--- config.mk ---
export PLATFORM = sky130hd
export DESIGN_NAME = mult_sequencer_flat
export DESIGN_NICKNAME = d
export VERILOG_FILES = /design/src/rtl/mult_sequencer_if.sv /design/src/rtl/mult_sequencer.sv /design/src/flat_wrapper.sv
export SDC_FILE = /design/constraint.sdc
export NUM_CORES = 1
export LEC_CHECK = 0
export ABC_AREA = 1
export CAP_MARGIN = 10
export CORE_MARGIN = 3
export CORE_UTILIZATION = 40
export DETAILED_ROUTE_END_ITERATION = 7
export RECOVER_POWER = 25
export SLEW_MARGIN = 20
export SYNTH_ARGS = -nofsm -noshare
export SYNTH_HDL_FRONTEND = slang
export SYNTH_SLANG_ARGS = --single-unit
--- constraint.sdc ---
create_clock -name clk -period 3 [get_ports clk]
set_input_delay 0.45 -clock clk [delete_from_list [all_inputs] [get_ports clk]]
set_output_delay 0.45 -clock clk [all_outputs]
set_load 0.02 [all_outputs]
--- src/rtl/mult_sequencer_if.sv ---
// Stream and multiplier-side signals of the multiplier sequencer.
// The slave view belongs to the sequencer; the master view belongs to its surroundings.
interface mult_sequencer_if;
   logic        in_valid;
   logic        in_ready;
   logic [7:0]  in_a;
   logic [7:0]  in_b;
   logic [7:0]  mul_in1;
   logic [7:0]  mul_in2;
   logic [15:0] mul_out;
   logic        res_valid;
   logic        res_ready;
   logic [15:0] res_data;

   modport slave (
      input  in_valid, in_a, in_b, mul_out, res_ready,
      output in_ready, mul_in1, mul_in2, res_valid, res_data
   );

   modport master (
      output in_valid, in_a, in_b, mul_out, res_ready,
      input  in_ready, mul_in1, mul_in2, res_valid, res_data
   );
endinterface

--- src/rtl/mult_sequencer.sv ---
// Operand/result sequencer around the fixed 10-cycle shift-add multiplier.
// It turns the multiplier's phase schedule into valid/ready streams with credit-based buffering.
module mult_sequencer #(
   parameter int DEPTH  = 4,
   parameter int RDEPTH = 2
) (
   input  logic             clk,
   input  logic             rst,
   mult_sequencer_if.slave  bus
);

   localparam int OAW = $clog2(DEPTH);
   localparam int OCW = $clog2(DEPTH + 1);
   localparam int RAW = (RDEPTH > 1) ? $clog2(RDEPTH) : 1;
   localparam int RCW = $clog2(RDEPTH + 1);

   typedef enum logic {SLOT_IDLE, SLOT_BUSY} slotState_t;

   slotState_t     r_slot;
   slotState_t     w_slotNext;

   logic [3:0]     r_phase;

   logic [7:0]     r_opA [DEPTH];
   logic [7:0]     r_opB [DEPTH];
   logic [OAW-1:0] r_opWr;
   logic [OAW-1:0] r_opRd;
   logic [OCW-1:0] r_opCount;

   logic [15:0]    r_res [RDEPTH];
   logic [RAW-1:0] r_resWr;
   logic [RAW-1:0] r_resRd;
   logic [RCW-1:0] r_resCount;

   logic           w_phase0;
   logic           w_phase9;
   logic           w_inflight;
   logic           w_credit;
   logic           w_opPush;
   logic           w_launch;
   logic           w_capture;
   logic           w_resPop;

   assign w_phase0   = (r_phase == 4'd0);
   assign w_phase9   = (r_phase == 4'd9);
   assign w_inflight = (r_slot == SLOT_BUSY);

   // A launch needs a free result slot counting the product already in flight.
   assign w_credit  = ({1'b0, r_resCount} + {{RCW{1'b0}}, w_inflight}) < (RCW + 1)'(RDEPTH);
   assign w_launch  = w_phase0 && (r_opCount != '0) && w_credit && (r_slot == SLOT_IDLE);
   assign w_capture = w_phase9 && w_inflight;

   assign bus.in_ready  = (r_opCount != OCW'(DEPTH));
   assign w_opPush      = bus.in_valid && bus.in_ready;
   assign bus.res_valid = (r_resCount != '0);
   assign w_resPop      = bus.res_valid && bus.res_ready;
   assign bus.res_data  = bus.res_valid ? r_res[r_resRd] : 16'd0;

   // Phase counter tracks the multiplier's stage counter from the shared reset.
   always_ff @(posedge clk) begin
      if (rst) begin
         r_phase <= 4'd0;
      end else begin
         r_phase <= w_phase9 ? 4'd0 : r_phase + 4'd1;
      end
   end

   always_ff @(posedge clk) begin
      if (w_opPush) begin
         r_opA[r_opWr] <= bus.in_a;
         r_opB[r_opWr] <= bus.in_b;
      end
   end

   always_ff @(posedge clk) begin
      if (rst) begin
         r_opWr    <= '0;
         r_opRd    <= '0;
         r_opCount <= '0;
      end else begin
         if (w_opPush) begin
            r_opWr <= r_opWr + 1'b1;
         end
         if (w_launch) begin
            r_opRd <= r_opRd + 1'b1;
         end
         case ({w_opPush, w_launch})
            2'b10:   r_opCount <= r_opCount + 1'b1;
            2'b01:   r_opCount <= r_opCount - 1'b1;
            default: r_opCount <= r_opCount;
         endcase
      end
   end

   always_ff @(posedge clk) begin
      if (w_capture) begin
         r_res[r_resWr] <= bus.mul_out;
      end
   end

   // Explicit pointer wrap keeps a single-entry result FIFO legal.
   always_ff @(posedge clk) begin
      if (rst) begin
         r_resWr    <= '0;
         r_resRd    <= '0;
         r_resCount <= '0;
      end else begin
         if (w_capture) begin
            r_resWr <= (r_resWr == RAW'(RDEPTH - 1)) ? '0 : r_resWr + 1'b1;
         end
         if (w_resPop) begin
            r_resRd <= (r_resRd == RAW'(RDEPTH - 1)) ? '0 : r_resRd + 1'b1;
         end
         case ({w_capture, w_resPop})
            2'b10:   r_resCount <= r_resCount + 1'b1;
            2'b01:   r_resCount <= r_resCount - 1'b1;
            default: r_resCount <= r_resCount;
         endcase
      end
   end

   always_ff @(posedge clk) begin
      if (rst) begin
         r_slot <= SLOT_IDLE;
      end else begin
         r_slot <= w_slotNext;
      end
   end

   // The multiplier window is busy from a launch until its product is captured.
   always_comb begin
      w_slotNext  = r_slot;
      bus.mul_in1 = 8'd0;
      bus.mul_in2 = 8'd0;
      case (r_slot)
         SLOT_IDLE: begin
            if (w_launch) begin
               w_slotNext  = SLOT_BUSY;
               bus.mul_in1 = r_opA[r_opRd];
               bus.mul_in2 = r_opB[r_opRd];
            end
         end
         SLOT_BUSY: begin
            if (w_phase9) begin
               w_slotNext = SLOT_IDLE;
            end
         end
         default: w_slotNext = SLOT_IDLE;
      endcase
   end

endmodule
--- src/flat_wrapper.sv ---
// flat-port wrapper written by rule: the top's interface ports become plain ports
module mult_sequencer_flat 
#(
   parameter int DEPTH  = 4,
   parameter int RDEPTH = 2
)
  (clk, rst, bus_in_valid, bus_in_a, bus_in_b, bus_mul_out, bus_res_ready, bus_in_ready, bus_mul_in1, bus_mul_in2, bus_res_valid, bus_res_data);
  mult_sequencer_if bus_i ();
  input  logic clk;
  input  logic rst;
  input wire logic [$bits(bus_i.in_valid)-1:0] bus_in_valid;
  input wire logic [$bits(bus_i.in_a)-1:0] bus_in_a;
  input wire logic [$bits(bus_i.in_b)-1:0] bus_in_b;
  input wire logic [$bits(bus_i.mul_out)-1:0] bus_mul_out;
  input wire logic [$bits(bus_i.res_ready)-1:0] bus_res_ready;
  output wire logic [$bits(bus_i.in_ready)-1:0] bus_in_ready;
  output wire logic [$bits(bus_i.mul_in1)-1:0] bus_mul_in1;
  output wire logic [$bits(bus_i.mul_in2)-1:0] bus_mul_in2;
  output wire logic [$bits(bus_i.res_valid)-1:0] bus_res_valid;
  output wire logic [$bits(bus_i.res_data)-1:0] bus_res_data;
  assign bus_i.in_valid = bus_in_valid;
  assign bus_i.in_a = bus_in_a;
  assign bus_i.in_b = bus_in_b;
  assign bus_i.mul_out = bus_mul_out;
  assign bus_i.res_ready = bus_res_ready;
  assign bus_in_ready = bus_i.in_ready;
  assign bus_mul_in1 = bus_i.mul_in1;
  assign bus_mul_in2 = bus_i.mul_in2;
  assign bus_res_valid = bus_i.res_valid;
  assign bus_res_data = bus_i.res_data;
  mult_sequencer #(.DEPTH(DEPTH), .RDEPTH(RDEPTH)) u_core (.clk(clk), .rst(rst), .bus(bus_i));
endmodule
==> flow_metrics.py <==
# Flow results
metrics = {
    "outcome": {
        "outcome": "completed",
    },
    "cts": {
        "cts_setup_buffers": 0,
        "cts_hold_buf": 0,
        "cts_resized": 0,
    },
    "placed_design": {
        "pre_cts_ws_ns": 0.740,
        "io_buffers": 69,
    },
    "cells_and_area": {
        "antenna_cells": 0,
        "fin_area_sq_um": 6070,
        "finalNetCount": 537,
        "drive_gt1_share_pct": 9.74,
    },
    "critical_path": {
        "path_class": "register to output port",
        "worstPathRequired_ns": 2.55,
        "path_max_fanout": 12,
        "critPathCaptureType": "output port",
    },
    "yosys": {
        "synth_nets": 454,
        "ys_cells": 408,
        "synth.distinct_cells": 28,
        "ys_area_sq_um": 4690,
        "synth.largest_area_cell": "edfxtp_1",
        "synth-edff-count": 96,
        "top_cell": "edfxtp_1",
        "top_area_share_pct": 61.4,
        "synth_area_sq_um": 4690,
        "yosysWarnings": 0,
    },
    "timing": {
        "hold_viol": 0,
        "final_max_slew_viol_count": 0,
        "tightest_slew_ns": 0.674,
        "finalClockPeriodUsage_pct": 89.1,
        "fmaxAchievable_mhz": 374,
    },
    "floorplan": {
        "initCoreUtil_pct": 42.0,
        "rows": 38,
        "fp.coreArea_sq_um": 11200,
    },
    "routing": {
        "wl_microns": 9150,
        "via_count": 3081,
    },
    "power_and_ir_drop": {
        "total_power_w": 0.00476,
        "total_leakage_power_nw": 2.32,
    },
    "grt": {
        "grt_max_degree": 33,
        "grt_overflow": 0,
        "grt_pass1_vias": 3124,
    },
    "hold_path": {
        "min_path_type": "register to register",
    },
    "run": {
        "tool_warnings": 31,
    },
}
[routing by layer]
layer / track usage [%] / wire length [microns]
met1: 19.6 / 4230
met2: 23.8 / 4340
met3: 3.96 / 498
met4: 4.83 / 85
met5: 0 / 0
[worst max-delay path: stages, from the launching register on]
cell and delay [ns]:
dfxtp_1 0.58, buf_4 0.26, o21ai_0 0.10, o21ai_1 0.16, nand2_1 0.07, inv_1 0.05, clkdlybuf4s50_1 0.59
[power by group]
part / switching, W / total [W] / internal, W
Sequential: 0.0000508 / 0.00191 / 0.00186
Combinational: 0.000612 / 0.000996 / 0.000384
Clock: 0.000651 / 0.00185 / 0.00120
[state kept, by name, summed over array words and instances, names as in the netlist, 2 cells and up, named ones only]
register / flops
u_core.r_opA: 32
u_core.r_res: 32
u_core.r_resCount: 2
u_core.r_opB: 32
u_core.r_opRd: 2
u_core.r_opWr: 2
u_core.r_phase: 4
u_core.r_opCount: 3
[logic make-up after synthesis]
family,Yosys count,share of synthesized area (%)
and+or+nand+nor,137,11.7
DFF,115,69.5
AOI/OAI and AO/OA,84,9.25
buffers and inverters,59,6.16
adders and majority gates,10,2.83
xor gates and xnor gates,3,0.560
[stage by stage]
stage,instances,hold slack [ns],utilization [%]
floorplan,408,0.432,-
finish,643,0.461,54.3
global placement,612,0.443,49.4
CTS,643,0.459,54.3
detailed placement,612,0.452,49.4
global route,643,0.493,54.3
[layout by cell type, fill, tap and decap left out, drive strengths merged]
cell,synthesis,routed
clkinv,1,7
xnor2,1,1
edfxtp,96,96
ha,9,9
inv,43,43
clkinvlp,0,4
nor2,69,69
o21bai,1,1
bufinv,0,2
clkdlybuf4s50,0,45
dfxtp,19,19
nand3,8,8
fa,1,1
o21ai,54,54
o211ai,1,1
dlygate4sd3,0,24
o22ai,1,1
xor2,2,2
nand2,60,60
a21oi,27,27
buf,13,10
clkbuf,2,19
[cell type report]
type                    count  area, sq um  area share (%)
inverters                  44          170            2.81
clock inverters            12          116            1.92
clock buffers              19          433            7.14
multi-input cells         234         1140            18.8
well taps                 140          175            2.89
repair buffers             79          766            12.6
flip-flops and latches    115         3260            53.8
[path summary, 6_finish.rpt]
check | slack (ns) | from | to | cells past startpoint
setup reg to reg | 0.82 | u_core.r_phase[0] | u_core.r_opCount[2] | 14
setup / recovery | 0.33 | register | bus_mul_in1[4] | 6
hold / removal | 0.46 | u_core.r_resWr | u_core.r_resWr | 2
hold reg to reg | 0.46 | u_core.r_resWr | u_core.r_resWr | 2
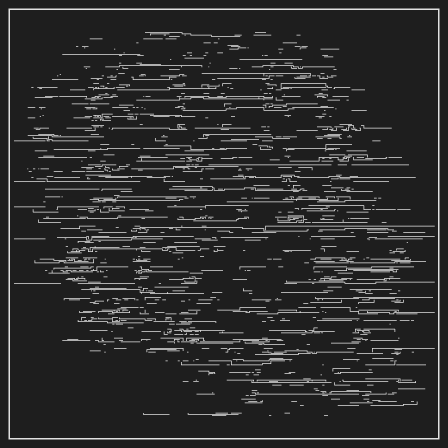
(signal wires on met1)
The wires run mostly horizontal. 488 nets have wire on it. The layer carries 4,230 microns of wire. The longest straight run is 45.1 microns.

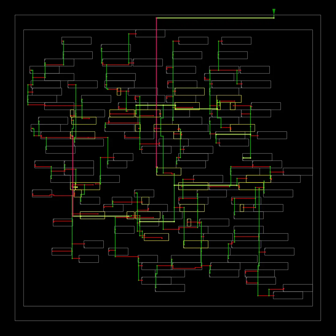
(the clock network)
CTS sink count: 115
clk_lat worst skew: 0.39 ns
TritonCTS Buffers: 17
flop count: 115

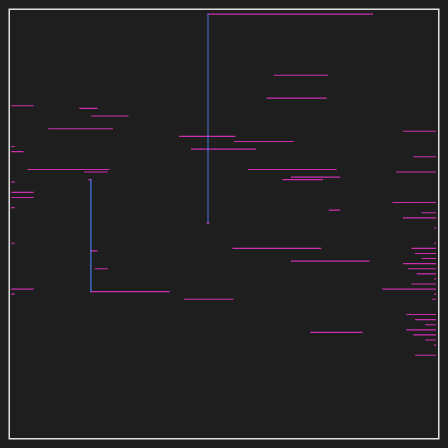
(signal wires by layer)
Only two layers are drawn.
Magenta stands for met3, wire length 498 microns. Blue stands for met4, wire length 85.7 microns.

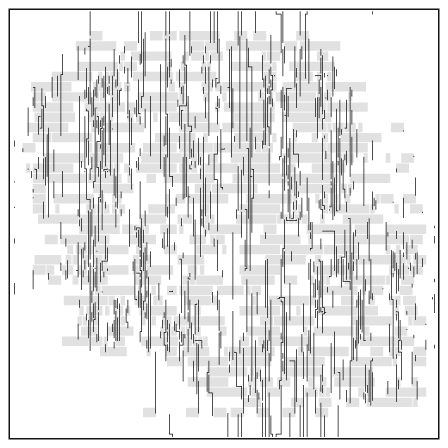
(metal 2)
Cells faint in the background.
The layer carries 4,340 microns of wire. The wires run mostly vertical. 422 nets have wire on it. The layer holds 47% of the routed length. The longest straight run is 38.1 microns.

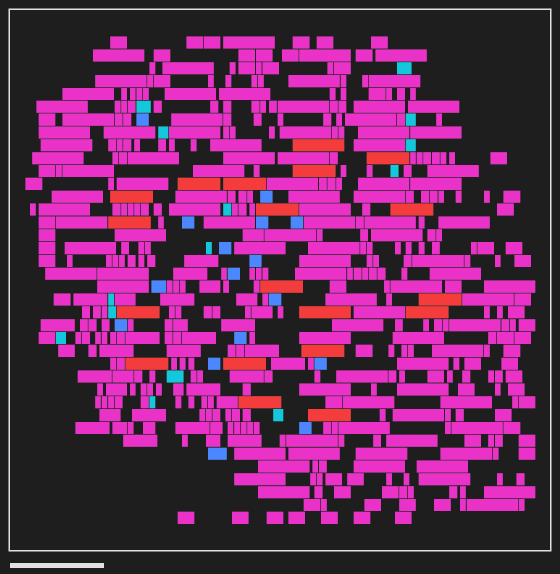
(sizing map)
The bar under the picture is 20 microns long.
Magenta stands for drive 1 or less, cells 454. Red stands for drive 6 and up, cells 19. Blue stands for drive 3 to 4, cells 16. Cyan stands for drive 2, cells 14.

